==> src/rtl/mips_pkg.sv <==
// Shared MIPS core definitions: ALU operation codes, forwarding select
// encoding and architectural register constants.
package mips_pkg;

  typedef enum logic [3:0] {
    ALU_NOP = 4'b0000,
    ALU_SUB = 4'b0001,
    ALU_OR  = 4'b0010,
    ALU_ADD = 4'b0011,
    ALU_LUI = 4'b0100,
    ALU_SLL = 4'b0101
  } alu_op_e;

  typedef enum logic [1:0] {
    FWD_NONE  = 2'd0,
    FWD_EXMEM = 2'd1,
    FWD_MEMWB = 2'd2
  } fwd_sel_e;

  localparam logic [4:0] REG_ZERO = 5'd0;

endpackage

==> src/rtl/forward_mux.sv <==
// RAW-hazard operand forwarding for one source register: picks the youngest
// in-flight result that targets the register, else the registered read data.
module forward_mux
  import mips_pkg::*;
#(
  parameter int DATA_WIDTH = 32
) (
  input  logic [4:0]            addr,
  input  logic [DATA_WIDTH-1:0] reg_data,
  input  logic                  exmem_reg_write,
  input  logic [4:0]            exmem_rd_addr,
  input  logic [DATA_WIDTH-1:0] exmem_data,
  input  logic                  memwb_reg_write,
  input  logic [4:0]            memwb_rd_addr,
  input  logic [DATA_WIDTH-1:0] memwb_data,
  output logic [DATA_WIDTH-1:0] data,
  output fwd_sel_e              sel
);

  logic exmem_hit;
  logic memwb_hit;

  // $zero is hard-wired, so a pending write to it must never be forwarded.
  assign exmem_hit = exmem_reg_write && (exmem_rd_addr == addr) && (addr != REG_ZERO);
  assign memwb_hit = memwb_reg_write && (memwb_rd_addr == addr) && (addr != REG_ZERO);

  // NOTE: every output of a combinational block gets a default first so no
  // path leaves it unassigned and infers a latch.
  always_comb begin
    sel  = FWD_NONE;
    data = reg_data;
    if (exmem_hit) begin
      sel  = FWD_EXMEM;
      data = exmem_data;
    end else if (memwb_hit) begin
      sel  = FWD_MEMWB;
      data = memwb_data;
    end
  end

endmodule

==> src/rtl/id_ex_stage.sv <==
// ID/EX pipeline register with stall/flush control and combinational operand
// forwarding from the EX/MEM and MEM/WB result buses into the ALU inputs.
module id_ex_stage
  import mips_pkg::*;
#(
  parameter int DATA_WIDTH   = 32,
  parameter int ALU_OP_WIDTH = 4
) (
  input  logic                    clk,
  input  logic                    reset,
  input  logic                    stall_i,
  input  logic                    flush_i,
  input  logic                    id_valid_i,
  input  logic [ALU_OP_WIDTH-1:0] id_alu_operation_i,
  input  logic [DATA_WIDTH-1:0]   id_rs_data_i,
  input  logic [DATA_WIDTH-1:0]   id_rt_data_i,
  input  logic [DATA_WIDTH-1:0]   id_imm_i,
  input  logic [4:0]              id_shamt_i,
  input  logic                    id_alu_src_i,
  input  logic [4:0]              id_rs_addr_i,
  input  logic [4:0]              id_rt_addr_i,
  input  logic [4:0]              id_rd_addr_i,
  input  logic                    id_reg_write_i,
  input  logic                    exmem_reg_write_i,
  input  logic [4:0]              exmem_rd_addr_i,
  input  logic [DATA_WIDTH-1:0]   exmem_data_i,
  input  logic                    memwb_reg_write_i,
  input  logic [4:0]              memwb_rd_addr_i,
  input  logic [DATA_WIDTH-1:0]   memwb_data_i,
  output logic                    ex_valid_o,
  output logic [ALU_OP_WIDTH-1:0] alu_operation_o,
  output logic [DATA_WIDTH-1:0]   a_o,
  output logic [DATA_WIDTH-1:0]   b_o,
  output logic [4:0]              shamt_o,
  output logic [DATA_WIDTH-1:0]   ex_rt_data_o,
  output logic [4:0]              ex_rd_addr_o,
  output logic                    ex_reg_write_o
);

  typedef struct packed {
    logic                    valid;
    logic [ALU_OP_WIDTH-1:0] alu_op;
    logic [DATA_WIDTH-1:0]   rs_data;
    logic [DATA_WIDTH-1:0]   rt_data;
    logic [DATA_WIDTH-1:0]   imm;
    logic [4:0]              shamt;
    logic                    alu_src;
    logic [4:0]              rs_addr;
    logic [4:0]              rt_addr;
    logic [4:0]              rd_addr;
    logic                    reg_write;
  } slot_t;

  slot_t slot_d;
  slot_t slot_q;

  // An all-zero slot is the bubble: invalid, ALU_NOP, no write, addr $zero.
  always_comb begin
    slot_d = slot_q;
    if (flush_i) begin
      slot_d = '0;
    end else if (!stall_i) begin
      slot_d = '{
        valid:     id_valid_i,
        alu_op:    id_alu_operation_i,
        rs_data:   id_rs_data_i,
        rt_data:   id_rt_data_i,
        imm:       id_imm_i,
        shamt:     id_shamt_i,
        alu_src:   id_alu_src_i,
        rs_addr:   id_rs_addr_i,
        rt_addr:   id_rt_addr_i,
        rd_addr:   id_rd_addr_i,
        reg_write: id_reg_write_i
      };
    end
  end

  // NOTE: sequential state uses non-blocking assignments so every flop
  // samples its pre-edge inputs regardless of block ordering.
  always_ff @(posedge clk or negedge reset) begin
    if (!reset) slot_q <= '0;
    else        slot_q <= slot_d;
  end

  logic [DATA_WIDTH-1:0] rs_fwd;
  logic [DATA_WIDTH-1:0] rt_fwd;
  fwd_sel_e              unused_rs_sel;
  fwd_sel_e              unused_rt_sel;

  // The select outputs are only kept for waveform visibility of hazards.
  forward_mux #(.DATA_WIDTH(DATA_WIDTH)) u_fwd_rs (
    .addr            (slot_q.rs_addr),
    .reg_data        (slot_q.rs_data),
    .exmem_reg_write (exmem_reg_write_i),
    .exmem_rd_addr   (exmem_rd_addr_i),
    .exmem_data      (exmem_data_i),
    .memwb_reg_write (memwb_reg_write_i),
    .memwb_rd_addr   (memwb_rd_addr_i),
    .memwb_data      (memwb_data_i),
    .data            (rs_fwd),
    .sel             (unused_rs_sel)
  );

  forward_mux #(.DATA_WIDTH(DATA_WIDTH)) u_fwd_rt (
    .addr            (slot_q.rt_addr),
    .reg_data        (slot_q.rt_data),
    .exmem_reg_write (exmem_reg_write_i),
    .exmem_rd_addr   (exmem_rd_addr_i),
    .exmem_data      (exmem_data_i),
    .memwb_reg_write (memwb_reg_write_i),
    .memwb_rd_addr   (memwb_rd_addr_i),
    .memwb_data      (memwb_data_i),
    .data            (rt_fwd),
    .sel             (unused_rt_sel)
  );

  assign ex_valid_o      = slot_q.valid;
  assign alu_operation_o = slot_q.alu_op;
  assign shamt_o         = slot_q.shamt;
  assign ex_rd_addr_o    = slot_q.rd_addr;
  assign ex_reg_write_o  = slot_q.reg_write & slot_q.valid;
  assign a_o             = rs_fwd;
  assign ex_rt_data_o    = rt_fwd;
  assign b_o             = slot_q.alu_src ? slot_q.imm : rt_fwd;

endmodule

==> config.mk <==
export PLATFORM = sky130hd
export DESIGN_NAME = id_ex_stage
export DESIGN_NICKNAME = d
export VERILOG_FILES = /design/src/rtl/mips_pkg.sv /design/src/rtl/forward_mux.sv /design/src/rtl/id_ex_stage.sv
export SDC_FILE = /design/constraint.sdc
export NUM_CORES = 1
export LEC_CHECK = 0
export CAP_MARGIN = 10
export CORE_UTILIZATION = 40
export DETAILED_ROUTE_END_ITERATION = 8
export DONT_BUFFER_PORTS = 1
export SETUP_SLACK_MARGIN = 0.4
export SYNTH_ARGS = -nofsm -noshare
export SYNTH_HDL_FRONTEND = slang
export SYNTH_HIERARCHICAL = 1
export SYNTH_SLANG_ARGS = --single-unit
==> constraint.sdc <==
create_clock -name clk -period 3.2 [get_ports clk]
set_clock_uncertainty 0.15 [all_clocks]
set_input_delay 0.8 -clock clk [delete_from_list [all_inputs] [get_ports clk]]
set_output_delay 0.8 -clock clk [all_outputs]
set_load 0.02 [all_outputs]
==> notes.md <==
yosys + openroad results -> status finished, violations left, failing checks DRC, hold timing, setup timing, Worst Setup Path Type register to output port, commonest cells after routing, fill and taps aside mux2i_1 (123), nor2_1 (123), dfrtp_1 (115), nand3_1 (62), a31oi_4 (62), H-Tree Depth 4, clock root cell clkbuf_16, Critical Path Stages 7, Initial DRC Count 457, final WL approximately 27 mm, port buffer count 0, antenna violations before repair 0, number of clock sinks approximately 120, NetSw roughly 1.3 mW, nets between 1,000 and 1,500, critical path required time approximately 2300 ps, First-pass DRT Iterations 7, RSZ-0062 raised after global routing yes, Seq pwr share approximately 38%, Post-Place Cells ~1,000, worst relative slew slack around three fifths, post-layout min period 3440 ps, met2 WL roughly 14 mm, met3 wire length 2.37 mm, Internal 3.30 mW, Final Non-Filler Cells between 1,000 and 1,500, final-report max-slew violation count 0, CP max FO 8, maximum VDD drop approximately 360 µV, CP dominant cell by count buf_12, synthesized area about 7400 µm², CTS tree done, CTS Buf Count 17, clock share of power between 30 and 40%, largest net degree at the start of global routing 124, Avg Cell Area, Syn 9.44 µm², WP buf/inv 2, FP Util around two fifths, fraction of layout cells with a size suffix above 1 between 30 and 40%, final instance area approximately 11,000 µm², clock latency on the worst-skew pair 400 ps, Max Cap Viol 0, Syn Inst Count roughly 790, WL met1 approximately 10 mm, Crit. End Element output port, pre-CTS WS ~56 ps, tool warnings 37, WHS -67.0 ps, CP endpoint b_o[7], Die Span X 138 µm, Longest Clk Path Bufs 2, DPL Wire Length between 15 and 20 mm, final worst-path cycle share 107%, Core Util, Final between 50% and 60%, Routability Congestion 0.843, final setup violating endpoints between 90 and 100, FP Rows roughly 49, final setup margin -237 ps, Setup crit start kind register, Ant. Diodes 0, r2r endpoint slot_q[16], CP delay by family, top simple AND/OR/NAND/NOR gates, Setup crit start slot_q[9], Fin. Hold Viols around 120, Die Y approximately 140 µm, PwrDens about 430 nW/µm², reg2reg start slot_q[16], drc violations about 40, area grow syn2layout 43.5%, CP Cell Sequence or4_4, o211ai_4, or2_4, buf_12, buf_12, a31oi_4, mux2_4, first-pass GRT wire length around 42 mm, Leakage 4.49 nW, Critical-path top delay cell or4_4, Worst Hold Class input pin to async pin, max incr delay on CP 570 ps, Clock transition at path regs 50 ps, Placed Area around 8900 µm²
per-layer routing:
metal | global-route usage, % | up-vias
li1 | - | 2907
met1 | 34.2 | 3233
met2 | 50.2 | 326
met3 | 7.83 | 51
met4 | 10.8 | 0
met5 | 0 | -
what timing repair did:
item,4_1_cts,5_1_grt
endpoints found under the hold margin,123,123
resized,136,31
buffers inserted,25,8
cloned,6,1
pin swaps,36,27
endpoints found under the setup margin,96,96
flip-flops by register name, indices dropped and copies added, names as in the netlist:
register and cells:
slot_q 108, alu_operation_o 4, ex_rd_addr_o 5, ex_valid_o 1, shamt_o 5
worst min-delay path by stage:
stage,from,end,slack [ps]
2_1_floorplan,slot_q[0],slot_q[0],330
3_3_place_gp,slot_q[104],slot_q[104],350
3_5_place_dp,reset,slot_q[24],360
4_1_cts,reset,slot_q[24],-90
5_1_grt,reset,slot_q[24],-90
6_report,reset,slot_q[24],-70
metrics by stage:
step                total power, mW  setup TNS, ps
floorplan                      2.45              0
global placement               2.57              0
detailed placement             2.59              0
CTS                            4.62         -15350
global route                   4.80         -20930
finish                         4.61         -13540
power by group through the flow:
stage	combinational, mW	clock [mW]	sequential [mW]
after floorplan	0.739	0	1.71
after global placement	0.824	0	1.75
after detailed placement	0.841	0	1.75
after CTS	0.999	1.89	1.73
after global routing	1.09	1.98	1.74
final	1.04	1.84	1.73
area by class of cell:
cell class / instances / area, µm²
multi-input cells: 571 / 5260
fillers: 1494 / 7440
clock inverters: 8 / 96.3
repair buffers: 119 / 1470
well taps: 229 / 287
clock buffers: 22 / 454
flip-flops and latches: 123 / 3090
Figure 1. Met1 routing.
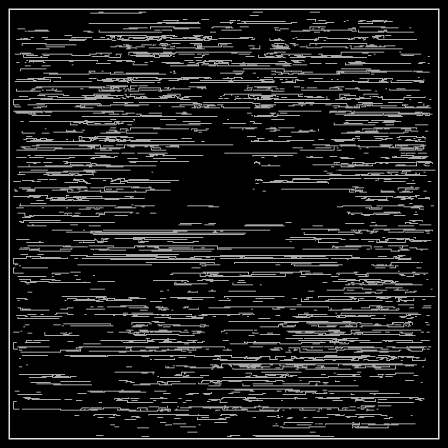
- longest straight run: 58.4 µm
- nets with wire on the layer: 890

Figure 2. Track usage over the die.
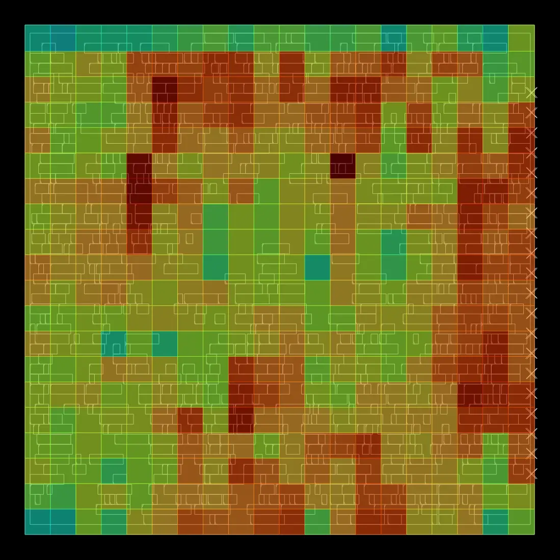
DR WL/cell: 25.5 µm
Total GRT Usage: 28.9%
M2 GR Usage: 50.2%
met1 GRT Util: 34.2%

Figure 3. The metal 4 layer.
Scale bar: 50 µm.
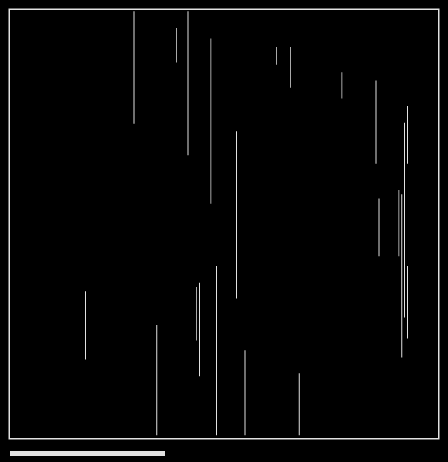
- nets with wire on the layer: 19
- wire length on this layer: 654 µm
- share of all routed wire: 2.4%

Power and IR drop assume default switching activity.
